[src/rtl/pattern_sequencer.sv]
// pattern_sequencer: four-bit step sequencer (binary, Johnson, bounce, LFSR) paced by a 2^SPEED prescaler.
// Latency: O_0..O_3 come straight from the state register; a step lands on the edge that sees the tick.
// Backpressure: none; HOLD freezes prescaler, state and direction. Mode 11 LFSR is built only with PATTERN_LFSR_EN.
module pattern_sequencer #(
   parameter int PRESCALE_W = 8
) (
   input  logic       CLK,
   input  logic       RST,
   input  logic       HOLD,
   input  logic [1:0] MODE,
   input  logic [2:0] SPEED,
   output logic       O_0,
   output logic       O_1,
   output logic       O_2,
   output logic       O_3
);

   typedef enum logic [1:0] {
      MODE_BIN    = 2'b00,
      MODE_JOHN   = 2'b01,
      MODE_BOUNCE = 2'b10,
      MODE_LFSR   = 2'b11
   } mode_t;

   logic [3:0]            state, state_nxt;
   logic [3:0]            step_val, seed;
   mode_t                 mode_q, mode_nxt, mode_in;
   logic                  dir, dir_nxt, step_dir;
   logic [PRESCALE_W-1:0] pre, pre_nxt, limit;
   logic [7:0]            limit8;
   logic                  tick;

   assign mode_in = mode_t'(MODE);

   // Greater-or-equal lets a lowered SPEED tick immediately instead of waiting for pre to wrap.
   assign limit8 = (8'd1 << SPEED) - 8'd1;
   assign limit  = PRESCALE_W'(limit8);
   assign tick   = (pre >= limit);

   always_comb begin
      seed = 4'b0000;
      if (mode_in == MODE_BOUNCE) begin
         seed = 4'b0001;
      end
`ifdef PATTERN_LFSR_EN
      if (mode_in == MODE_LFSR) begin
         seed = 4'b0001;
      end
`endif
   end

   always_comb begin
      step_val = state + 4'd1;
      step_dir = dir;
      case (mode_q)
         MODE_JOHN: begin
            step_val = {state[2:0], ~state[3]};
         end
         MODE_BOUNCE: begin
            if (!$onehot(state)) begin
               step_val = 4'b0001;
               step_dir = 1'b1;
            end else if (dir) begin
               if (state[3]) begin
                  step_val = 4'b0100;
                  step_dir = 1'b0;
               end else begin
                  step_val = state << 1;
                  step_dir = ~state[2];
               end
            end else begin
               if (state[0]) begin
                  step_val = 4'b0010;
                  step_dir = 1'b1;
               end else begin
                  step_val = state >> 1;
                  step_dir = state[1];
               end
            end
         end
`ifdef PATTERN_LFSR_EN
         MODE_LFSR: begin
            // All-zero is the LFSR lock-up state, so it is forced back onto the cycle.
            if (state == 4'b0000) begin
               step_val = 4'b0001;
            end else begin
               step_val = {state[2:0], state[3] ^ state[2]};
            end
         end
`endif
         default: begin
            step_val = state + 4'd1;
         end
      endcase
   end

   always_comb begin
      state_nxt = state;
      mode_nxt  = mode_q;
      dir_nxt   = dir;
      pre_nxt   = pre;
      if (mode_in != mode_q) begin
         mode_nxt  = mode_in;
         pre_nxt   = '0;
         dir_nxt   = 1'b1;
         state_nxt = seed;
      end else if (!HOLD) begin
         if (tick) begin
            pre_nxt   = '0;
            state_nxt = step_val;
            dir_nxt   = step_dir;
         end else begin
            pre_nxt = pre + PRESCALE_W'(1);
         end
      end
   end

   always_ff @(posedge CLK) begin
      if (!RST) begin
         state  <= 4'b0000;
         mode_q <= MODE_BIN;
         dir    <= 1'b1;
         pre    <= '0;
      end else begin
         state  <= state_nxt;
         mode_q <= mode_nxt;
         dir    <= dir_nxt;
         pre    <= pre_nxt;
      end
   end

   assign O_0 = state[0];
   assign O_1 = state[1];
   assign O_2 = state[2];
   assign O_3 = state[3];

endmodule
[config.mk]
export PLATFORM = sky130hd
export DESIGN_NAME = pattern_sequencer
export DESIGN_NICKNAME = d
export VERILOG_FILES = /design/src/rtl/pattern_sequencer.sv
export SDC_FILE = /design/constraint.sdc
export NUM_CORES = 1
export LEC_CHECK = 0
export CAP_MARGIN = 20
export CORE_MARGIN = 8
export CORE_UTILIZATION = 47
export DETAILED_ROUTE_END_ITERATION = 12
export PLACE_DENSITY = 0.71
export SYNTH_ARGS = -nofsm -noshare
export SYNTH_HDL_FRONTEND = slang
export SYNTH_SLANG_ARGS = --single-unit
export TNS_END_PERCENT = 20
[constraint.sdc]
create_clock -name CLK -period 2.3 [get_ports CLK]
set_input_delay 0.575 -clock CLK [delete_from_list [all_inputs] [get_ports CLK]]
set_output_delay 0.575 -clock CLK [all_outputs]
set_load 0.02 [all_outputs]
==> run_1/closeup.png <==
Window x 17 to 47, y 17 to 47 um. Cells in grey, sequential cells in the stronger grey; small squares are vias.
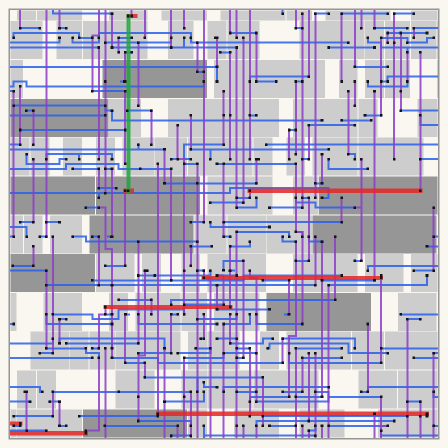
[green] M4
[purple] M2
[blue] M1
[red] M3
cells with their middle in the window: 83
most frequent: nor2_1 (9), inv_1 (8), buf_4 (8)
netlist names of flops here include: pre (5), state (4)
sequential cells in the window: 10

==> run_1/gates.png <==
(6 px per um)
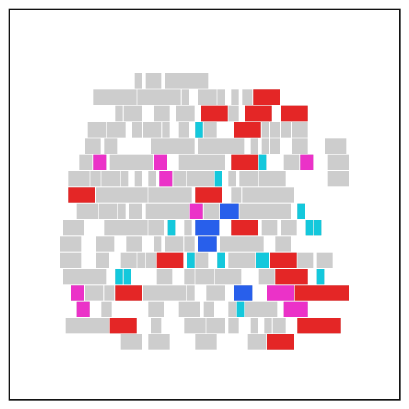
[red] fa/ha/maj cells | cells: 17
[magenta] and/or cells | cells: 9
[cyan] inv cells | cells: 14
[blue] non-inverting ao/oa cells | cells: 4 | where: middle
Layout Cells excl Fill: 187
multi-input logic portion of the cell area: 0.567

==> run_1/layers.png <==
(6 px per um) Only two layers are drawn.
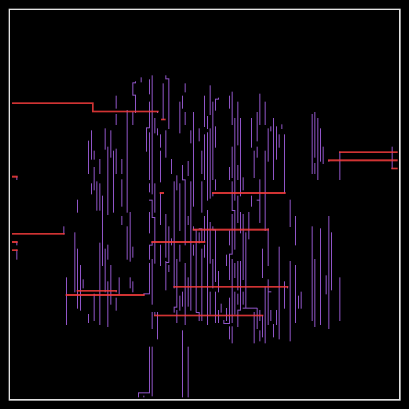
[red] M3 | wire length: 147 um
[purple] M2 | wire length: 1180 um
wire length per cell: 13.9 um
overall routing resource usage: 0.128
final wirelength: 2.60 mm

==> run summary, run 1 <==
Implementation run completed; key figures follow.

STA:
- In the final report, the number of endpoints failing setup comes to 4.
- Post-route period utilization is reported as 1.04.
- The run puts the post-route worst setup slack at -0.102 ns.
- In the final report, the number of hold violations comes to 0.
- Setup repair after global routing could not meet its margin everywhere.
- The run gives the worst hold slack as 0.534 ns.

Global routing:
- The run puts the global routing met2 resource utilization at 0.205.
- The run gives the initial antenna violation count as 0.
- The run gives the most used routing layer as met2.
- The run gives the met3 track utilization from global routing as 0.0309.

Routing:
- The run gives the count of TritonRoute iterations in the first routing pass as 4.
- The run puts the routed metal-1 wirelength at 1.26 mm.
- The detailed router finished its first iteration with 35 violations.

CTS:
- The run puts the clock latency at the later pin of the worst-skew pair at 0.28 ns.

Final layout:
- The run puts the share of cell area taken by flip-flops and latches at 0.212.
- The run puts the number of signal-net buffers in the layout at 24.
- The run gives the number of non-clock inverters in the layout as 14.
- The run gives the dominant kind of cell by area as logic gates.
- The run puts the number of inserted diodes at 0.
- There are 15 flip-flops and latches.

Power:
- For the combinational group, total power comes out at 98.4 uW.
- The switching component of the power was reported as 141 uW.
- The largest part of the power goes to sequential cells.
- The run gives the power attributed to the clock group as 153 uW.

Worst setup path:
- The number of buffers and inverters on the critical path is 2.
- For reference, the critical path cell chain is inv_2 -> fa_1 -> inv_1 -> ha_2 -> ha_4 -> and4bb_2 -> a31oi_2 -> nor3b_2 -> a211o_1 -> and3_1.
- The run gives the critical path class as register to register.
- The run gives the endpoint class of the critical path as a register.
- The run puts the worst-path maximum fanout at 3.

Min path:
- The run gives the number of cells on the worst hold path as 2.
- Note that the worst hold path type here is register to register.

Synth:
- The run gives the netlist area before placement as 1120 um2.
- The run puts the xor/xnor share of the synthesized area at 0.0781.
- The run gives the cell with the most instances after synthesis as sky130_fd_sc_hd__ha_1.
- The run puts the proportion of synthesized area in mux cells at 0.0179.
- The run puts the async set or reset register ratio after synthesis at 0.
- By area the synthesized netlist is led by sky130_fd_sc_hd__dfxtp_1 27%, sky130_fd_sc_hd__ha_1 18%, sky130_fd_sc_hd__inv_1 4.7%, sky130_fd_sc_hd__nor2_1 4.7%, sky130_fd_sc_hd__xnor2_1 4.7%.
- The run gives the average instance area after synthesis as 8.56 um2.
- The run puts the cell total in the yosys stat output at 131.
- Counting instances in the post-synthesis netlist gives the leading cell types as 16 x sky130_fd_sc_hd__ha_1, 15 x sky130_fd_sc_hd__dfxtp_1, 14 x sky130_fd_sc_hd__inv_1, 14 x sky130_fd_sc_hd__nor2_1, 7 x sky130_fd_sc_hd__nand2_1.

Placement:
- The run puts the placed cell area at 1380 um2.
- The run puts the half-perimeter wire length after detailed placement at 2.04 mm.
- The run puts the last weighted congestion value of the routability-driven placer at 0.899.

Run status:
- The flow ran to the end, but the final reports show violations.
- The final reports fail on setup timing.

Floorplan:
- In this run the horizontal extent of the chip is 64.8 um.
==> run 2: changes to the inputs <==
--- a/config.mk
+++ b/config.mk
@@ -9,7 +9,7 @@
 export CORE_MARGIN = 8
 export CORE_UTILIZATION = 47
 export DETAILED_ROUTE_END_ITERATION = 12
-export PLACE_DENSITY = 0.71
+export PLACE_DENSITY = 0.75
 export SYNTH_ARGS = -nofsm -noshare
 export SYNTH_HDL_FRONTEND = slang
 export SYNTH_SLANG_ARGS = --single-unit
==> run_2/gates.png <==
(6 px per um)
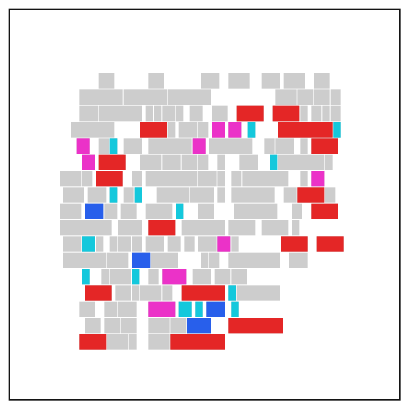
[cyan] inv cells | cells: 14
[blue] non-inverting ao/oa cells | cells: 4
[red] fa/ha/maj cells | cells: 17
[magenta] and/or cells | cells: 9

==> run_2/layers.png <==
(6 px per um) Only two layers are drawn.
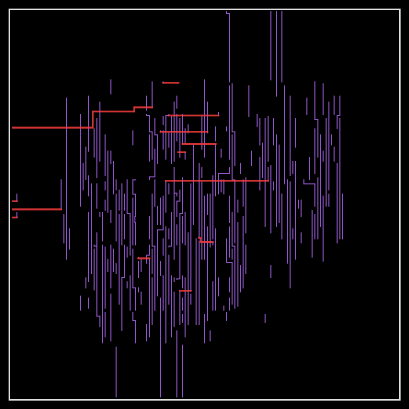
[red] M3 | wire length: 85.0 um
[purple] M2 | wire length: 1540 um

==> run 2 against run 1 <==
Compared with the run above: the run still ends with setup timing left; register-to-register slack got worse by 0.04 ns; synthesized cell count did not move; sequential power barely moved; first-iteration DRC count rose by 17%; setup slack got worse by 0.037 ns; wire length rose by 9.0%; count of clock-buffer cells in the layout fell by 1; core utilization rose by 1.6 points; critical path depth did not move.
==> run summary, run 2 <==
Implementation run completed; key figures follow.

Power:
- The run gives the power group with the highest consumption as sequential cells.
- The run gives the power attributed to the clock group as 150 uW.
- The run puts the total net switching power at 144 uW.

STA:
- The run gives the post-route worst setup slack as -0.140 ns.
- The last timing report of the flow puts the setup violation total at 13.

CTS:
- At the later pin of the worst-skew pair, clock insertion delay measures 0.28 ns.

Synth:
- The run gives the cell with the most instances after synthesis as sky130_fd_sc_hd__ha_1.
- The run puts the cell total in the yosys stat output at 131.
- The run gives the xor/xnor share of the synthesized area as 0.0781.
- Sorting the synthesized cells by area gives the leading types as sky130_fd_sc_hd__dfxtp_1 27%, sky130_fd_sc_hd__ha_1 18%, sky130_fd_sc_hd__inv_1 4.7%, sky130_fd_sc_hd__nor2_1 4.7%, sky130_fd_sc_hd__xnor2_1 4.7%.
- After synthesis, the most frequently instantiated cells are 16 x sky130_fd_sc_hd__ha_1, 15 x sky130_fd_sc_hd__dfxtp_1, 14 x sky130_fd_sc_hd__inv_1, 14 x sky130_fd_sc_hd__nor2_1, 7 x sky130_fd_sc_hd__nand2_1.

Min path:
- The run gives the number of cells on the worst hold path as 2.

Routing:
- The run gives the average wire per cell in the routed design as 15.1 um.
- In the final routing, the length of wire on met1 measures 1.20 mm.

Worst setup path:
- The run puts the buffers plus inverters on the worst setup path at 2.

Global routing:
- Routing resource usage on met3 recorded by global route was 0.0275.

Final layout:
- The run puts the final instance count without filler cells at 187.
- The run puts the count of sequential standard cells at 15.
- The run puts the number of non-clock inverters in the layout at 14.

Run status:
- The run finished, with violations left.
- The checks that failed: setup timing.

Placement:
- The run puts the half-perimeter wire length after detailed placement at 1.98 mm.
- The run puts the last weighted congestion value of the routability-driven placer at 0.881.
No activity file was given, so power comes from the tool's default toggle rates.
